`config.mk`:
```
export PLATFORM = sky130hd
export DESIGN_NAME = nap_countdown_ctrl
export DESIGN_NICKNAME = d
export VERILOG_FILES = /design/src/rtl/nap_countdown_ctrl.sv
export SDC_FILE = /design/constraint.sdc
export NUM_CORES = 1
export LEC_CHECK = 0
export ABC_AREA = 1
export CORE_MARGIN = 4
export CORE_UTILIZATION = 50
export DETAILED_ROUTE_END_ITERATION = 10
export PLACE_DENSITY = 0.86
export RECOVER_POWER = 100
export SETUP_SLACK_MARGIN = 0.5
export SLEW_MARGIN = 20
export SYNTH_ARGS = -nofsm -noshare
export SYNTH_HDL_FRONTEND = slang
export SYNTH_SLANG_ARGS = --single-unit
```
`constraint.sdc`:
```
create_clock -name clock -period 2.5 [get_ports clock]
set_clock_uncertainty 0.1 [all_clocks]
set_input_delay 0.375 -clock clock [delete_from_list [all_inputs] [get_ports clock]]
set_output_delay 0.375 -clock clock [all_outputs]
set_load 0.02 [all_outputs]
```
`src/rtl/nap_countdown_ctrl.sv`:
```
// rtl/nap_countdown_ctrl.sv - nap timer countdown controller feeding the BCD decrement stage
// Holds HH:MM:SS as six BCD digits, divides the clock into ticks and sequences decrement requests.
module nap_countdown_ctrl #(
   parameter int TICK_DIV = 50000000,
   parameter int PRESC_W  = 26
) (
   input  logic       clock,
   input  logic       reset,
   input  logic       load,
   input  logic       run,
   input  logic       alarm_ack,
   input  logic [3:0] set_hour10,
   input  logic [3:0] set_hour1,
   input  logic [3:0] set_minute10,
   input  logic [3:0] set_minute1,
   input  logic [3:0] set_second10,
   input  logic [3:0] set_second1,
   output logic       dec_start,
   output logic [3:0] dec_hour10,
   output logic [3:0] dec_hour1,
   output logic [3:0] dec_minute10,
   output logic [3:0] dec_minute1,
   output logic [3:0] dec_second10,
   output logic [3:0] dec_second1,
   input  logic [3:0] dec_get_hour10,
   input  logic [3:0] dec_get_hour1,
   input  logic [3:0] dec_get_minute10,
   input  logic [3:0] dec_get_minute1,
   input  logic [3:0] dec_get_second10,
   input  logic [3:0] dec_get_second1,
   input  logic       dec_complete,
   input  logic       dec_is_zero,
   output logic [3:0] time_hour10,
   output logic [3:0] time_hour1,
   output logic [3:0] time_minute10,
   output logic [3:0] time_minute1,
   output logic [3:0] time_second10,
   output logic [3:0] time_second1,
   output logic       running,
   output logic       alarm
);

   typedef enum logic [2:0] {IDLE, PAUSED, COUNT, REQ, ALARM} stateType;

   stateType           state, stateNext;
   logic [23:0]        timeDigits, timeNext, setDigits, getDigits;
   logic [PRESC_W-1:0] prescaler, prescNext, prescStep;
   logic               prescWrap;
   logic               tickPending, tickPendNext;
   logic               loadPending, loadPendNext;

   assign setDigits = {set_hour10, set_hour1, set_minute10, set_minute1, set_second10, set_second1};
   assign getDigits = {dec_get_hour10, dec_get_hour1, dec_get_minute10,
                       dec_get_minute1, dec_get_second10, dec_get_second1};

   assign prescWrap = (prescaler == PRESC_W'(TICK_DIV - 1));
   assign prescStep = prescWrap ? '0 : prescaler + 1'b1;

   always_comb begin
      stateNext    = state;
      timeNext     = timeDigits;
      prescNext    = prescaler;
      tickPendNext = tickPending;
      loadPendNext = loadPending;
      // While a decrement is in flight a load is deferred until its completion.
      if (load && state != REQ) begin
         stateNext    = PAUSED;
         timeNext     = setDigits;
         prescNext    = '0;
         tickPendNext = 1'b0;
      end else begin
         case (state)
            IDLE: ;
            PAUSED: begin
               if (run) stateNext = (timeDigits == '0) ? ALARM : COUNT;
            end
            COUNT: begin
               if (!run) begin
                  stateNext = PAUSED;
               end else begin
                  prescNext = prescStep;
                  if (prescWrap || tickPending) begin
                     tickPendNext = 1'b0;
                     stateNext    = REQ;
                  end
               end
            end
            REQ: begin
               prescNext = prescStep;
               if (prescWrap) tickPendNext = 1'b1;
               if (dec_complete) begin
                  loadPendNext = 1'b0;
                  if (dec_is_zero) begin
                     timeNext  = '0;
                     stateNext = ALARM;
                  end else if (loadPending || load) begin
                     timeNext     = setDigits;
                     prescNext    = '0;
                     tickPendNext = 1'b0;
                     stateNext    = PAUSED;
                  end else begin
                     timeNext = getDigits;
                     if (getDigits == '0) stateNext = ALARM;
                     else if (run)        stateNext = COUNT;
                     else                 stateNext = PAUSED;
                  end
               end else if (load) begin
                  loadPendNext = 1'b1;
               end
            end
            ALARM: begin
               prescNext    = '0;
               tickPendNext = 1'b0;
               if (alarm_ack) stateNext = IDLE;
            end
            default: stateNext = IDLE;
         endcase
      end
   end

   always_ff @(posedge clock) begin
      if (reset) begin
         state       <= IDLE;
         timeDigits  <= '0;
         prescaler   <= '0;
         tickPending <= 1'b0;
         loadPending <= 1'b0;
      end else begin
         state       <= stateNext;
         timeDigits  <= timeNext;
         prescaler   <= prescNext;
         tickPending <= tickPendNext;
         loadPending <= loadPendNext;
      end
   end

   assign dec_start = (state == REQ);
   assign running   = (state == COUNT) || (state == REQ);
   assign alarm     = (state == ALARM);

   assign {time_hour10, time_hour1, time_minute10, time_minute1, time_second10, time_second1} = timeDigits;
   assign {dec_hour10, dec_hour1, dec_minute10, dec_minute1, dec_second10, dec_second1}       = timeDigits;

endmodule

```
==> flow_summary.json <==
{
  "critPathCaptureType": "primary output",
  "top_layer": "met4",
  "lay_top_count": "nand2_1",
  "htreeDepth": 2,
  "regToRegStartpoint": "prescaler[1]$_SDFFE_PP0P_",
  "comb_share_pct": 39.6,
  "ff_type": "dfxtp_1",
  "num_tap_cells": 77,
  "simple_gate_share_pct": 31.5,
  "largest_register_ffs": 26,
  "top_cells_by_area": "dfxtp_1 33%, nand2_1 12%, nor2_1 8.3%, buf_4 5.9%, inv_1 5.7%",
  "combGateArea_um2": 1700,
  "antenna_left": 0,
  "cts_hold_buf": 0,
  "detail_route.wl_per_cell_um": 14.3,
  "dp_hpwl_um": 7250,
  "powerDensity_nw_per_um2": 421,
  "syn-num-nets": 544,
  "r2r_setup_slack_ns": 0.43,
  "port_buffers": 105,
  "inverters": 55,
  "yosys_warnings": 0,
  "n_clock_buffer": 6,
  "outcome": "finished, final reports clean",
  "chip_area_um2": 7990,
  "num-multi-input-gates": 340,
  "yosys-stat-area_um2": 3310,
  "required_ns": 2.03,
  "yosys_cells": 488,
  "clock_latency_ns": 0.31,
  "synth_async_sr_flop_share_pct": 0,
  "slew_viol_final": 0,
  "drive_above_1_share_pct": 6.50
}
[power groups by stage]
stage	Sequential (mW)	Combinational [mW]	Clock (mW)
after CTS	0.935	0.432	0.465
after detailed placement	0.955	0.429	0
final	0.932	0.411	0.461
after floorplan	0.980	0.211	0
after global routing	0.938	0.444	0.500
after global placement	0.954	0.423	0
[stage by stage]
step | util (%) | total power, mW | cells | setup WS, ns
3_5_place_dp | 66.3 | 1.38 | 638 | 0.374
2_1_floorplan | - | 1.19 | 488 | 0.925
6_report | 67.1 | 1.80 | 646 | 0.401
5_1_grt | 67.1 | 1.88 | 646 | 0.264
3_3_place_gp | 66.3 | 1.38 | 638 | 0.438
4_1_cts | 67.4 | 1.83 | 644 | 0.513
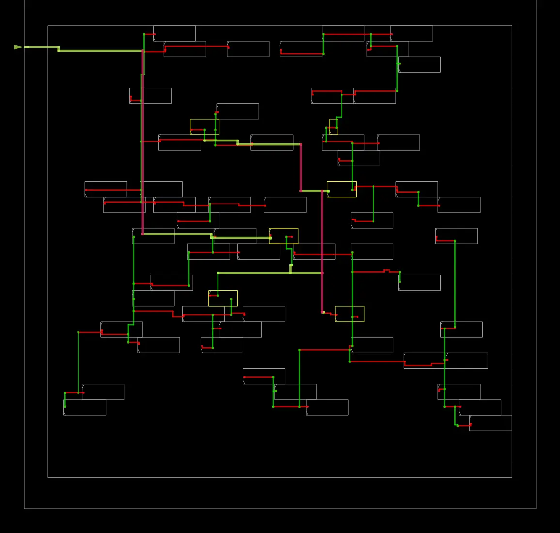
clock_nets.png
Clk power: 0.461 mW
clk sinks: 55
CTS Buf Count: 5
flip-flops: 55

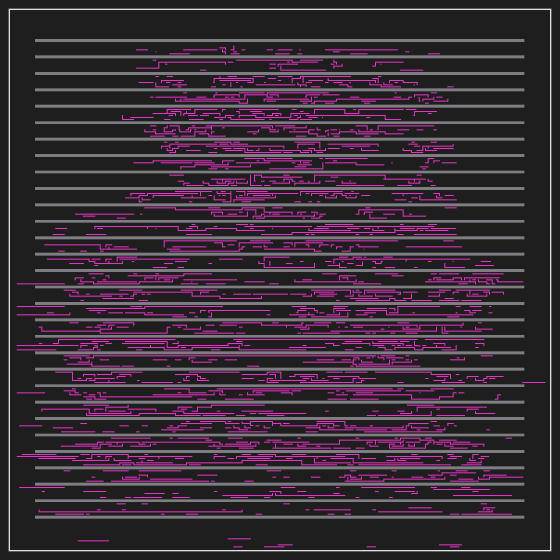
m1.png
Supply wires on this layer in gray.
main direction	horizontal
share of all routed wire	41%
wire length on this layer	3750 um

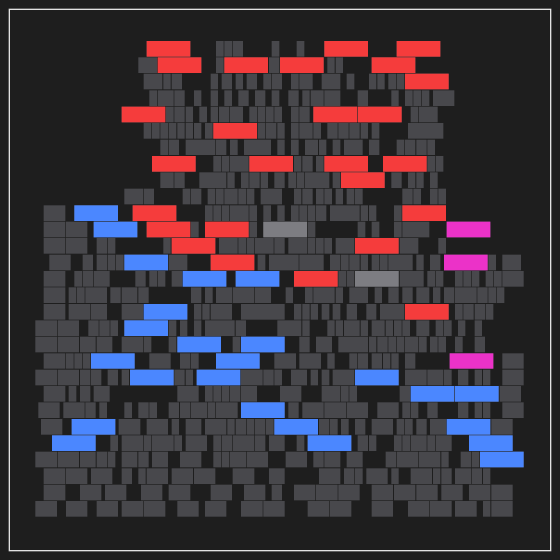
ff_map.png
Other sequential cells in the stronger gray, the rest of the logic in the fainter gray.
color	name in the netlist	placed flops
red	prescaler	26
blue	timeDigits	24
magenta	state	3
not colored	2

Power and IR drop assume default switching activity.
